run_1/m2.png
Drawn at 4 px/um. Cells faint in the background.
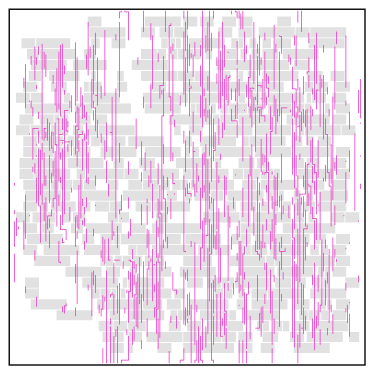
run_1/clock_nets.png
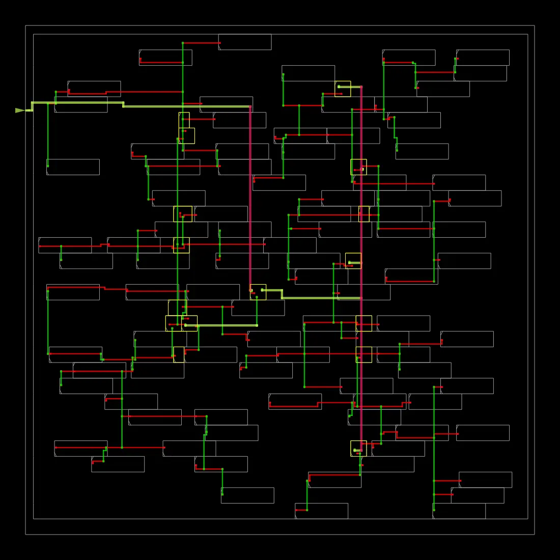
run_1/layers.png
Drawn at 6 px/um. Two of the layers only.
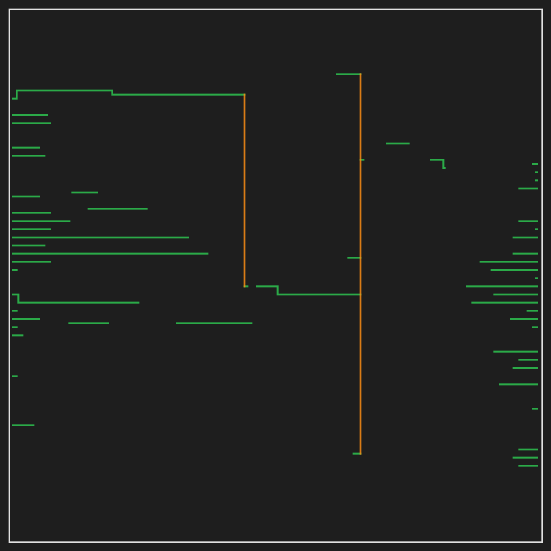
run_1/port_trees.png
Drawn at 4 px/um.
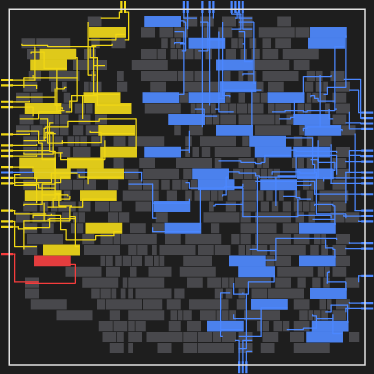
## src/rtl/rate_synchronizer_mc.sv

```systemverilog
// Multi-channel rate synchronizer: on each synchronized MCU rate edge, pops one
// interleaved frame from an FWFT FIFO and publishes it, or applies an underrun policy.
module rate_synchronizer_mc #(
    parameter int unsigned DATA_W      = 16,
    parameter int unsigned CHANNELS    = 2,
    parameter int unsigned SYNC_STAGES = 2,
    parameter int unsigned FCNT_W      = 6,
    parameter int unsigned UCNT_W      = 16
) (
    input  logic                         clk_12mhz,
    input  logic                         rst_n,
    input  logic                         mcu_rate_clk,
    input  logic [DATA_W-1:0]            fifo_data,
    input  logic                         fifo_empty,
    input  logic [FCNT_W-1:0]            fifo_count,
    output logic                         fifo_read_en,
    input  logic [1:0]                   underrun_mode,
    output logic [CHANNELS*DATA_W-1:0]   audio_out,
    output logic                         sample_valid,
    output logic                         underrun,
    output logic                         edge_drop,
    output logic [UCNT_W-1:0]            underrun_count
);

    localparam int unsigned FRAME_W = CHANNELS * DATA_W;
    localparam int unsigned CH_W    = (CHANNELS > 1) ? $clog2(CHANNELS) : 1;

    typedef enum logic [1:0] {IDLE, READ, PUBLISH} state_t;

    state_t               state_q, state_d;
    logic [SYNC_STAGES-1:0] sync_q;
    logic                 sync_last_q;
    logic                 pending_q, pending_d;
    logic [CH_W-1:0]      ch_q, ch_d;
    logic                 urun_flag_q, urun_flag_d;
    logic [FRAME_W-1:0]   shadow_q, shadow_d;
    logic [FRAME_W-1:0]   audio_q, audio_d;
    logic                 read_en_q, read_en_d;
    logic                 valid_q, valid_d;
    logic                 urun_q, urun_d;
    logic                 drop_q, drop_d;
    logic [UCNT_W-1:0]    ucnt_q, ucnt_d;

    logic                 edge_c;
    logic                 trigger_c;
    logic                 frame_ok_c;

    assign edge_c     = sync_q[SYNC_STAGES-1] & ~sync_last_q;
    assign trigger_c  = edge_c | pending_q;
    assign frame_ok_c = (fifo_count >= FCNT_W'(CHANNELS)) && !fifo_empty;

    // State register
    always_ff @(posedge clk_12mhz or negedge rst_n) begin
        if (!rst_n) begin
            state_q <= IDLE;
        end else begin
            state_q <= state_d;
        end
    end

    // Next-state logic; a short frame never starts a read so channels stay aligned
    always_comb begin
        state_d = state_q;
        case (state_q)
            IDLE:    if (trigger_c) state_d = frame_ok_c ? READ : PUBLISH;
            READ:    if (ch_q == CH_W'(CHANNELS - 1)) state_d = PUBLISH;
            PUBLISH: state_d = IDLE;
            default: state_d = IDLE;
        endcase
    end

    // Output / datapath next values
    always_comb begin
        pending_d   = pending_q;
        ch_d        = ch_q;
        urun_flag_d = urun_flag_q;
        shadow_d    = shadow_q;
        audio_d     = audio_q;
        ucnt_d      = ucnt_q;
        valid_d     = 1'b0;
        urun_d      = 1'b0;
        drop_d      = edge_c & pending_q;
        read_en_d   = (state_d == READ);

        // One-deep edge memory: held while busy, consumed when IDLE is left
        if (edge_c && pending_q) begin
            pending_d = 1'b1;
        end else if (edge_c && state_q != IDLE) begin
            pending_d = 1'b1;
        end else if (state_q == IDLE && state_d != IDLE) begin
            pending_d = 1'b0;
        end

        case (state_q)
            IDLE: begin
                if (trigger_c) begin
                    ch_d        = '0;
                    urun_flag_d = !frame_ok_c;
                end
            end
            READ: begin
                shadow_d[ch_q*DATA_W +: DATA_W] = fifo_data;
                ch_d = ch_q + CH_W'(1);
            end
            PUBLISH: begin
                valid_d = 1'b1;
                urun_d  = urun_flag_q;
                if (urun_flag_q) begin
                    if (ucnt_q != {UCNT_W{1'b1}}) ucnt_d = ucnt_q + UCNT_W'(1);
                    for (int unsigned c = 0; c < CHANNELS; c++) begin
                        case (underrun_mode)
                            2'b01:   audio_d[c*DATA_W +: DATA_W] = '0;
                            2'b10:   audio_d[c*DATA_W +: DATA_W] =
                                         DATA_W'($signed(audio_q[c*DATA_W +: DATA_W]) >>> 1);
                            default: audio_d[c*DATA_W +: DATA_W] = audio_q[c*DATA_W +: DATA_W];
                        endcase
                    end
                end else begin
                    audio_d = shadow_q;
                end
            end
            default: ;
        endcase
    end

    // Synchronizer and datapath registers
    always_ff @(posedge clk_12mhz or negedge rst_n) begin
        if (!rst_n) begin
            sync_q      <= '0;
            sync_last_q <= 1'b0;
            pending_q   <= 1'b0;
            ch_q        <= '0;
            urun_flag_q <= 1'b0;
            shadow_q    <= '0;
            audio_q     <= '0;
            read_en_q   <= 1'b0;
            valid_q     <= 1'b0;
            urun_q      <= 1'b0;
            drop_q      <= 1'b0;
            ucnt_q      <= '0;
        end else begin
            sync_q      <= {sync_q[SYNC_STAGES-2:0], mcu_rate_clk};
            sync_last_q <= sync_q[SYNC_STAGES-1];
            pending_q   <= pending_d;
            ch_q        <= ch_d;
            urun_flag_q <= urun_flag_d;
            shadow_q    <= shadow_d;
            audio_q     <= audio_d;
            read_en_q   <= read_en_d;
            valid_q     <= valid_d;
            urun_q      <= urun_d;
            drop_q      <= drop_d;
            ucnt_q      <= ucnt_d;
        end
    end

    assign fifo_read_en   = read_en_q;
    assign audio_out      = audio_q;
    assign sample_valid   = valid_q;
    assign underrun       = urun_q;
    assign edge_drop      = drop_q;
    assign underrun_count = ucnt_q;

endmodule

```

## config.mk

```make
export PLATFORM = sky130hd
export DESIGN_NAME = rate_synchronizer_mc
export DESIGN_NICKNAME = d
export VERILOG_FILES = /design/src/rtl/rate_synchronizer_mc.sv
export SDC_FILE = /design/constraint.sdc
export NUM_CORES = 1
export LEC_CHECK = 0
export CAP_MARGIN = 30
export CORE_UTILIZATION = 53
export CTS_BUF_LIST = sky130_fd_sc_hd__clkbuf_4
export CTS_CLUSTER_DIAMETER = 100
export DETAILED_ROUTE_END_ITERATION = 6
export PLACE_DENSITY = 0.81
export SLEW_MARGIN = 10
export SYNTH_ARGS = -nofsm -noshare
export SYNTH_HDL_FRONTEND = slang
export SYNTH_SLANG_ARGS = --single-unit
```

## constraint.sdc

```tcl
create_clock -name clk_12mhz -period 2.9 [get_ports clk_12mhz]
set_input_delay 0.725 -clock clk_12mhz [delete_from_list [all_inputs] [get_ports clk_12mhz]]
set_output_delay 0.725 -clock clk_12mhz [all_outputs]
set_load 0.02 [all_outputs]
```

==> flow_metrics.rpt, run 1 <==
RUN METRICS
----------------------------------------------------
[Synthesis]
  Yosys top cell area share ........................ 58.0%
  Cells in synth_stat.txt ........................ 350
  Cell types with the highest counts after synthesis ........................ 92 x sky130_fd_sc_hd__dfrtp_1, 67 x sky130_fd_sc_hd__a21oi_1, 36 x sky130_fd_sc_hd__nor2_1, 33 x sky130_fd_sc_hd__mux2_2, 31 x sky130_fd_sc_hd__nor2b_1
  Floorplan net count ........................ 379
  Yosys top cell by area ........................ sky130_fd_sc_hd__dfrtp_1
  Biggest area contributors in the synthesized netlist ........................ sky130_fd_sc_hd__dfrtp_1 58%, sky130_fd_sc_hd__mux2_2 9.4%, sky130_fd_sc_hd__a21oi_1 8.4%

[Finish]
  Seq. cell area ........................ 2300 sq um
  Number of inserted filler cells in the final layout ........................ 575
  Area added between synthesis and finish ........................ 26.1%
  Fin nets ........................ 457

[Critical path]
  Critical Path Source Type ........................ register
  Required time worst endpoint ........................ 2.17 ns
  Buffer-and-inverter tally for the worst setup path ........................ 1

[Outcome]
  Run status ........................ completed

[Final timing]
  Number of max-slew violations in the final report ........................ 0
  Worst slew slack as a fraction of its limit ........................ 59.5%
  Measured slew at the worst slew-check pin ........................ 0.608 ns
  Endpoints failing setup ........................ 0

[Power]
  Leakage power figure ........................ 0.00215 uW
  Power density over cell area ........................ 1010 nW/um^2

[Place]
  Detailed placer's ending HPWL ........................ 5440 um

[Job]
  Number of warning messages in the logs ........................ 27

[Clock network]
  Root buf cell ........................ sky130_fd_sc_hd__clkbuf_4

----------------------------------------------------
-- m2.png (at the start) --
main direction: vertical
wire length on this layer: 3900 um
global-route track usage on met2: 37.2%
wire length reported by the detailed router: 7920 um

-- clock_nets.png (at the start) --
worst clock skew: 0.0214 ns
count of clock tree sinks: 92

-- layers.png (at the start) --
[M3] green | wire length: 362 um
[M4] orange | wire length: 95.2 um
Global Route Usage Sum: 22.3%
drt wl/cell: 14.9 um
via count of the routed design: 2832

-- port_trees.png (at the start) --
[fifo_read_en] red | direction: output | end cells: 1 | buffers: 1 | wire: 32.2 um
[audio_out] blue | direction: output | end cells: 32 | buffers: 32 | wire: 1060 um
[underrun_count] yellow | direction: output | end cells: 16 | buffers: 16 | wire: 668 um
count of input and output buffers: 78
boundary pin count: 80

## run 1: kinds of logic after synthesis
group,after synthesis,share of synthesized area (%)
xor+xnor,17,3.75
flops,92,58.0
compound gates,79,10.6
fa+ha+maj,1,0.315
simple gates,106,15.5
mux,33,9.36
buf+inv,22,2.58
## run 1: cell usage in the layout (no fill, tap or decap), types with 8 or more instances in the layout
master | Yosys | layout
sky130_fd_sc_hd__a21oi_1 | 67 | 66
sky130_fd_sc_hd__nand2_1 | 8 | 8
sky130_fd_sc_hd__clkbuf_4 | 0 | 10
sky130_fd_sc_hd__dfrtp_1 | 92 | 92
sky130_fd_sc_hd__nor2_1 | 36 | 36
sky130_fd_sc_hd__clkdlybuf4s50_1 | 0 | 77
sky130_fd_sc_hd__nor2b_1 | 31 | 31
sky130_fd_sc_hd__mux2_2 | 33 | 33
sky130_fd_sc_hd__xor2_1 | 16 | 16
## run 1: state kept, by name, indices dropped and copies added (netlist names)
register and count:
shadow_q 32, edge_drop 1, fifo_read_en 1, audio_out 32
pending_q 1, sample_valid 1, urun_flag_q 1, sync_q 2
underrun_count 16, ch_q 1, sync_last_q 1, underrun 1
state_q 2
## run 1: stage by stage
| stage | worst slack [ns] | utilization, % | cell area, sq um | cells | hold WS (ns) |
|---|---|---|---|---|---|
| after detailed placement | 0.688 | 67.5 | 4890 | 516 | 0.337 |
| after global placement | 0.281 | 67.1 | 4870 | 515 | 0.334 |
| after global routing | 0.564 | 69.1 | 5010 | 532 | 0.303 |
| final | 0.642 | 69.1 | 5010 | 532 | 0.285 |
| after CTS | 0.615 | 69.1 | 5010 | 532 | 0.291 |
| after floorplan | 1.04 | - | 3970 | 350 | 0.331 |
## run 1: cell type report
class                      instances  share of cell area (%)
sequential                        92                    46.0
timing repair buffer              85                    17.5
tap                               99                    2.47
multi-input combinational        236                    31.5
inverter                           4                   0.300
clock buffer                      10                    1.50
clock inverter                     6                   0.799
## run 1: final timing paths
path / startpoint / end / slack (ns) / depth (start not counted)
max in group asynchronous: rst_n / shadow_q[14] / 1.97 / 2
min in group clk_12mhz: sync_q[0] / sync_q[1] / 0.37 / 0
hold / removal: rst_n / audio_out[26] / 0.29 / 1
hold reg to reg: sync_q[0] / sync_q[1] / 0.37 / 0
setup reg to reg: underrun_count[0] / underrun_count[1] / 0.88 / 5
setup / recovery: underrun_count[6] / underrun_count[6] / 0.64 / 1
## run 1: routing by layer
metal  vias up  part of all wire [%]  global-route usage (%)
met4         0                   1.2                    7.77
met3         7                   4.6                    4.20
met1      1396                    45                    29.4
met5         -                     0                       0
met2        63                    49                    37.2
li1       1366                     -                       -
## run 1: power breakdown
part	total, uW	leakage, uW	switching, uW	internal, uW
Combinational	2270	0.000962	1130	1150
Clock	612	0.0000665	426	187
Sequential	2190	0.00112	362	1830
Total	5070	0.00215	1920	3160
--- run 2 (diff from run 1) ---
--- a/config.mk
+++ b/config.mk
@@ -6,11 +6,11 @@
 export NUM_CORES = 1
 export LEC_CHECK = 0
 export CAP_MARGIN = 30
-export CORE_UTILIZATION = 53
+export CORE_UTILIZATION = 48
 export CTS_BUF_LIST = sky130_fd_sc_hd__clkbuf_4
 export CTS_CLUSTER_DIAMETER = 100
 export DETAILED_ROUTE_END_ITERATION = 6
-export PLACE_DENSITY = 0.81
+export PLACE_DENSITY = 0.77
 export SLEW_MARGIN = 10
 export SYNTH_ARGS = -nofsm -noshare
 export SYNTH_HDL_FRONTEND = slang
==> constraint.sdc (replaced) <==
create_clock -name clk_12mhz -period 1.81 [get_ports clk_12mhz]
set_input_delay 0.4525 -clock clk_12mhz [delete_from_list [all_inputs] [get_ports clk_12mhz]]
set_output_delay 0.4525 -clock clk_12mhz [all_outputs]
set_load 0.02 [all_outputs]
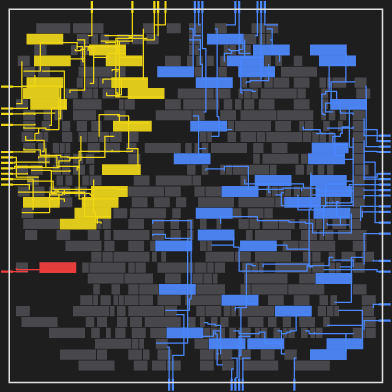
run_2/port_trees.png
Drawn at 4 px/um.
[underrun_count] yellow | direction: output | end cells: 16 | buffers: 18 | wire: 675 um
[audio_out] blue | direction: output | end cells: 32 | buffers: 32 | wire: 1110 um
[fifo_read_en] red | direction: output | end cells: 1 | buffers: 1 | wire: 19.5 um

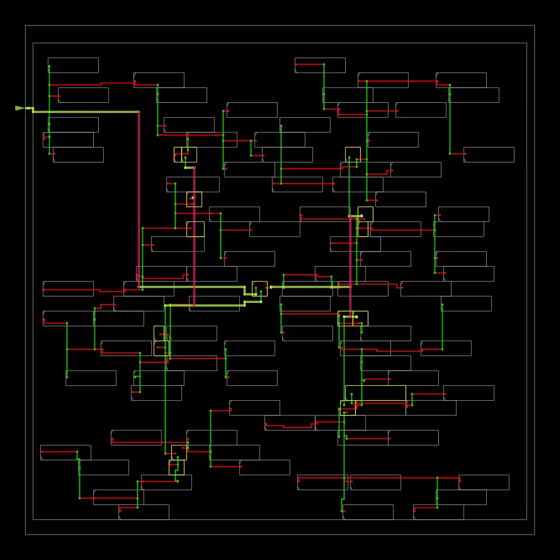
run_2/clock_nets.png
registers: 92
clk latency late pin: 0.42 ns
clock buffers created by TritonCTS: 9
worst clock skew: 0.0145 ns

==> flow_metrics.rpt, run 2 <==
RUN METRICS
----------------------------------------------------
[Synthesis]
  Cell types with the highest counts after synthesis ........................ 92 x sky130_fd_sc_hd__dfrtp_1, 67 x sky130_fd_sc_hd__a21oi_1, 36 x sky130_fd_sc_hd__nor2_1, 33 x sky130_fd_sc_hd__mux2_2, 31 x sky130_fd_sc_hd__nor2b_1

[Finish]
  Most frequently placed logic cells in the final layout ........................ 90 x sky130_fd_sc_hd__dfrtp_1, 66 x sky130_fd_sc_hd__a21oi_1, 52 x sky130_fd_sc_hd__dlygate4sd2_1
  Commonest non-fill, non-tap cell in the layout ........................ sky130_fd_sc_hd__dfrtp_1
  Final Core Density ........................ 64.7% (-4.3 points)
  Seq. cell area ........................ 2300 sq um (+0.11%)
  Number of inserted filler cells in the final layout ........................ 668 (+16%)
  Fin nets ........................ 468 (+2.4%)
  Total non-filler cell area in the finished layout ........................ 5080 sq um (+1.4%)

[Power]
  Combinational share of power ........................ 42.6% (-2.2 points)
  Clock network power share ........................ 13.6% (+1.5 points)
  Design internal power ........................ 4960 uW (+57%)
  Power density over cell area ........................ 1580 nW/um^2 (+56%)
  Leakage power figure ........................ 0.00233 uW (+8.5%)
  Power share of the sequential group ........................ 43.9% (+0.8 points)
  Net switching component of the power ........................ 3060 uW (+60%)

[Place]
  Standard cell area after detailed placement ........................ 5000 sq um (+2.1%)
  Count of input and output buffers ........................ 78 (unchanged)
  Detailed placer's ending HPWL ........................ 5980 um (+9.8%)

[Min path]
  Count of cells along the worst hold path ........................ 0
  Launch point of the worst hold path ........................ sync_q[0]
  Worst hold endpoint ........................ sync_q[1]

[Final timing]
  Worst slew slack as a fraction of its limit ........................ 72.4% (+13 points)
  Endpoints failing setup ........................ 0 (unchanged)
  Measured slew at the worst slew-check pin ........................ 0.415 ns (-0.193 ns)
  Final worst hold slack ........................ 0.364 ns (+0.0791 ns)
  Number of max-slew violations in the final report ........................ 0 (unchanged)

[Critical path]
  Capturing point of the worst reg2reg path ........................ underrun_count[15]
  Critical-path maximum fanout ........................ 5
  R2R Path Start ........................ underrun_count[0]
  Required time worst endpoint ........................ 1.36 ns (-0.81 ns)

[Clock network]
  Root buf cell ........................ sky130_fd_sc_hd__clkbuf_4
  Count of clock tree sinks ........................ 92 (unchanged)

[Outcome]
  Run status ........................ completed

[Detailed routing]
  Drt wl/cell ........................ 15.3 um (+2.7%)

[GRT]
  Global Route Usage Sum ........................ 21.3% (-1.0 points)

----------------------------------------------------
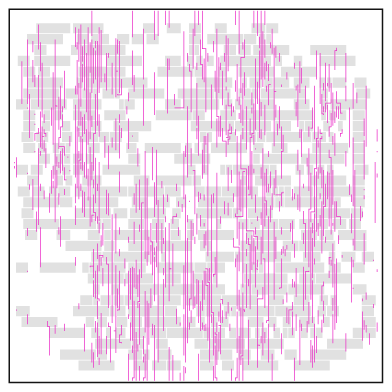
run_2/m2.png
Drawn at 4 px/um. Cells faint in the background.
share of all routed wire: 50%
main direction: vertical
nets with wire on the layer: 410
global-route track usage on met2: 35.9%
wire length reported by the detailed router: 8360 um
via count of the routed design: 2856

-- run 2: cell types whose count changed in the layout (fill, tap and decap cells not counted), moves of 2 or more --
cell	before	now
sky130_fd_sc_hd__dfrtp_2	0	2
sky130_fd_sc_hd__buf_12	2	5
sky130_fd_sc_hd__dfrtp_1	92	90
sky130_fd_sc_hd__clkdlybuf4s50_1	77	25
sky130_fd_sc_hd__buf_4	5	13
sky130_fd_sc_hd__dlygate4sd2_1	0	52
-- run 2: layer usage --
metal | vias up | global-route usage [%] | part of all wire (%)
met2 | 62 | 35.9 | 50
met1 | 1411 | 28.2 | 45
met5 | - | 0 | 0
met3 | 8 | 3.28 | 3.9
li1 | 1375 | - | -
met4 | 0 | 6.92 | 0.90
-- run 2: logic make-up (layout without fill, tap and decap cells) --
kind of cell / count (synthesis) / in the layout / synth area share (%)
buf+inv: 22 / 116 / 2.58
compound gates: 79 / 79 / 10.6
xor+xnor: 17 / 17 / 3.75
flops: 92 / 92 / 58.0
mux: 33 / 33 / 9.36
fa+ha+maj: 1 / 1 / 0.315
simple gates: 106 / 106 / 15.5
-- run 2: timing repair --
action	4_1_cts	5_1_grt
endpoints found under the setup margin	52	3
hold buffers	1	0
endpoints found under the hold margin	29	0
gates resized	52	2
pin swaps	0	1
-- run 2: worst max path at each step --
| stage | start | endpoint | slack (ns) | cells after the start |
|---|---|---|---|---|
| CTS | underrun_count[0] | underrun_count[0] | 0.02 | 2 |
| floorplan | underrun_count[0] | underrun_count[1] | 0.02 | 6 |
| global route | underrun_count[0] | underrun_count[0] | 0.003 | 2 |
| detailed placement | underrun_mode[1] | audio_out[11] | -0.03 | 6 |
| global placement | underrun_mode[0] | audio_out[2] | 0.03 | 6 |
| finish | underrun_count[0] | underrun_count[0] | 0.05 | 2 |
-- run 2: cell type report --
| type | instances | area share, % |
|---|---|---|
| multi-input combinational | 236 | 31.2 |
| inverter | 4 | 0.296 |
| clock buffer | 9 | 1.33 |
| timing repair buffer | 96 | 18.0 |
| tap | 102 | 2.51 |
| clock inverter | 7 | 1.33 |
| sequential | 92 | 45.4 |
-- run 2: metrics by stage --
stage	TNS (ns)	total power, uW	setup slack (ns)	instances
floorplan	0	5700	0.0167	350
global placement	0	7190	0.0293	529
detailed placement	-0.0751	7340	-0.0261	529
CTS	0	8100	0.0183	546
global route	0	8610	0.00261	546
finish	0	8010	0.0501	546
-- run 2: power groups by stage --
stage | clock, uW | combinational, uW | sequential (uW)
detailed placement | 0 | 3760 | 3580
global route | 1200 | 3770 | 3640
CTS | 1120 | 3460 | 3520
finish | 1090 | 3410 | 3520
global placement | 0 | 3650 | 3540
floorplan | 0 | 1730 | 3970
No activity file was given, so power comes from the tool's default toggle rates.
